Figure 1. Routing congestion map.
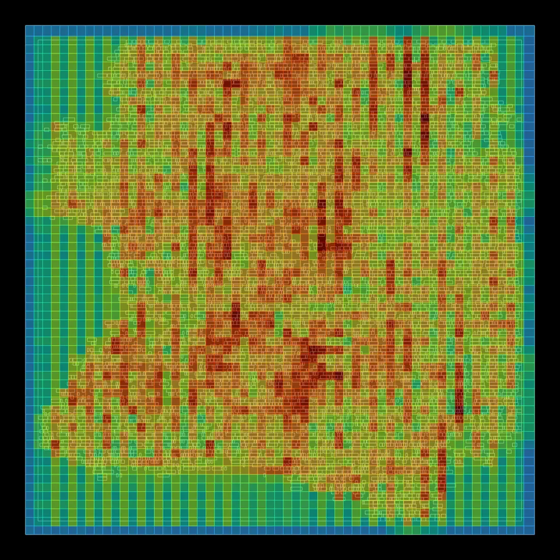
Figure 2. Signal wires on met3.
Scale bar: 100 µm.
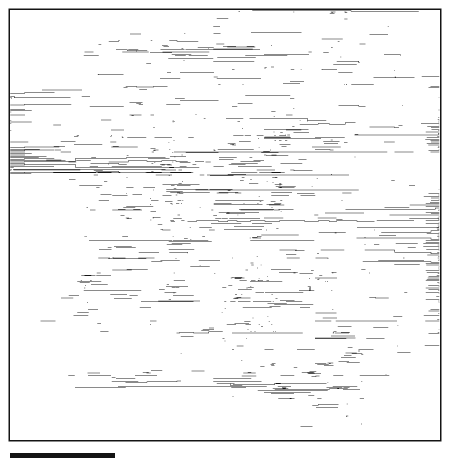
Design triangle_assemble, sky130hd; sources not shown.
==> deck_impl_summary.md <==
Run Summary

Logic synthesis
  – Total cells reported by yosys after synthesis: 7379
  – Simple-gate portion of the synthesized area: 14.9%
  – Count of different cell masters after synthesis: 88
  – Most frequently used cell type in the post-synthesis netlist: sky130_fd_sc_hd__dfxtp_1
  – Number of cells produced by synthesis: 7379
  – Registers, synthesis: 1308
  – Main area contributors: sky130_fd_sc_hd__dfxtp_1 (36%), sky130_fd_sc_hd__fa_1 (16%), sky130_fd_sc_hd__mux2i_1 (7.1%), sky130_fd_sc_hd__ha_1 (5.8%), sky130_fd_sc_hd__nor2_1 (4.4%)
  – Number of warnings reported in the yosys synthesis log: 0
  – Total cell area reported by yosys after synthesis: 72600 µm²
  – Average footprint of a synthesized cell: 9.83 µm²
  – Adder Share, Synth: 22.2%
  – Mux frac, synth: 11.2%
  – Top cell types by occurrence after synthesis: sky130_fd_sc_hd__dfxtp_1 (1308), sky130_fd_sc_hd__nor2_1 (855), sky130_fd_sc_hd__inv_1 (747), sky130_fd_sc_hd__fa_1 (597), sky130_fd_sc_hd__nand2_1 (578)

Power
  – P_clk: 8.75 mW
  – Power per cell area: 212 nW/µm²
  – Internal: 13.1 mW
  – Static leakage power: 35.6 nW
  – Net switching fraction of the power: 25.7%
  – Max rail drop VDD: 0.216 mV
  – Power share of the sequential group: 41.8%
  – Relative contribution of the clock network to total power: 49.6%
  – Max power group: clock

Layout
  – Antenna diode count: 11
  – Area growth from synthesis to layout: 14.9%
  – Buffers outside the clock class: 384
  – Clock buf count: 214
  – Multi-input logic portion of the cell area: 50.3%
  – Area-dominant class: combinational gates
  – Share of post-route cells with drive strength above 1: 9.04%
  – Most used logic cell in the final layout: sky130_fd_sc_hd__dfxtp_1
  – Number of sequential storage elements: 1308
  – Number of fill cells: 13100
  – Non-clock buffer share: 4.53%
  – Combinational Gates: 4985

Placed design
  – Gpl congestion: 0.903
  – Number of port buffers: 314
  – Hpwl dp: 145 mm

Clocking
  – Clock tree from TritonCTS: built
  – Number of CTS-inserted buffers: 168
  – Cell at the root of the clock tree: sky130_fd_sc_hd__clkbuf_16
  – Number of buffers on the longest clock path: 3
  – Total number of H-tree levels: 4

Final timing
  – Smallest hold slack: 0.428 ns
  – Total negative slack: 0 ns
  – Clock Skew: 0.0519 ns
  – Number of max-slew violations in the final report: 0
  – Setup violations, final: 0
  – RSZ-0062 raised after global routing: false
  – Clock period minus final worst setup slack: 6.95 ns

Die
  – Boundary pin count: 315
  – Die width: 409 µm
  – Tap cells: 2016
  – Die Y: 409 µm

Global route
  – First-pass GRT wire length: 301 mm
  – Overall fraction of global-route tracks in use: 22.6%
  – Largest net degree at the start of global routing: 203
  – Routing usage on met1: 31.3%
  – Antenna violations before repair: 33

Routing
  – Violation count after the first detailed-route iteration: 3521
  – Count of TritonRoute iterations in the first routing pass: 6
  – Number of vias per cell: 5.29
  – Drc violations: 0

Setup path
  – Crit path arrival time: 7.55 ns
  – Setup CP Type: flip-flop to flip-flop
  – Cell depth of the worst setup path: 20
  – Cell with the biggest individual delay on the critical path: sky130_fd_sc_hd__fa_1

Outcome
  – Run status: complete, no violations

Hold path
  – Hold Path Stages: 1
About Figure 1:
routed length per instance: 19.8 µm
busiest layer in global routing: met2

About Figure 2:
main direction: horizontal
nets with wire on the layer: 519
via count: 51700
met3 routing resource usage after global routing: 4.02%
Final Routed Wirelength: 194 mm

-- through the flow --
step | setup slack [ns] | util (%) | power, mW | instance area (µm²) | cells
final | 0.343 | 55.6 | 17.6 | 83400 | 9763
after global routing | 0.0116 | 55.6 | 18.2 | 83400 | 9756
after CTS | 0.348 | 55.6 | 17.8 | 83400 | 9752
after detailed placement | 0.442 | 51.5 | 9.02 | 77200 | 9440
after global placement | 0.525 | 51.5 | 8.99 | 77200 | 9440
after floorplan | 1.09 | - | 8.51 | 72700 | 7408
-- per-layer routing --
layer / vias to the layer above / part of all wire [%]
li1: 24300 / -
met1: 25700 / 45
met2: 1306 / 46
met3: 320 / 5.8
met4: 16 / 2.9
met5: - / 0.051
Power is estimated from default activity; no workload was simulated.
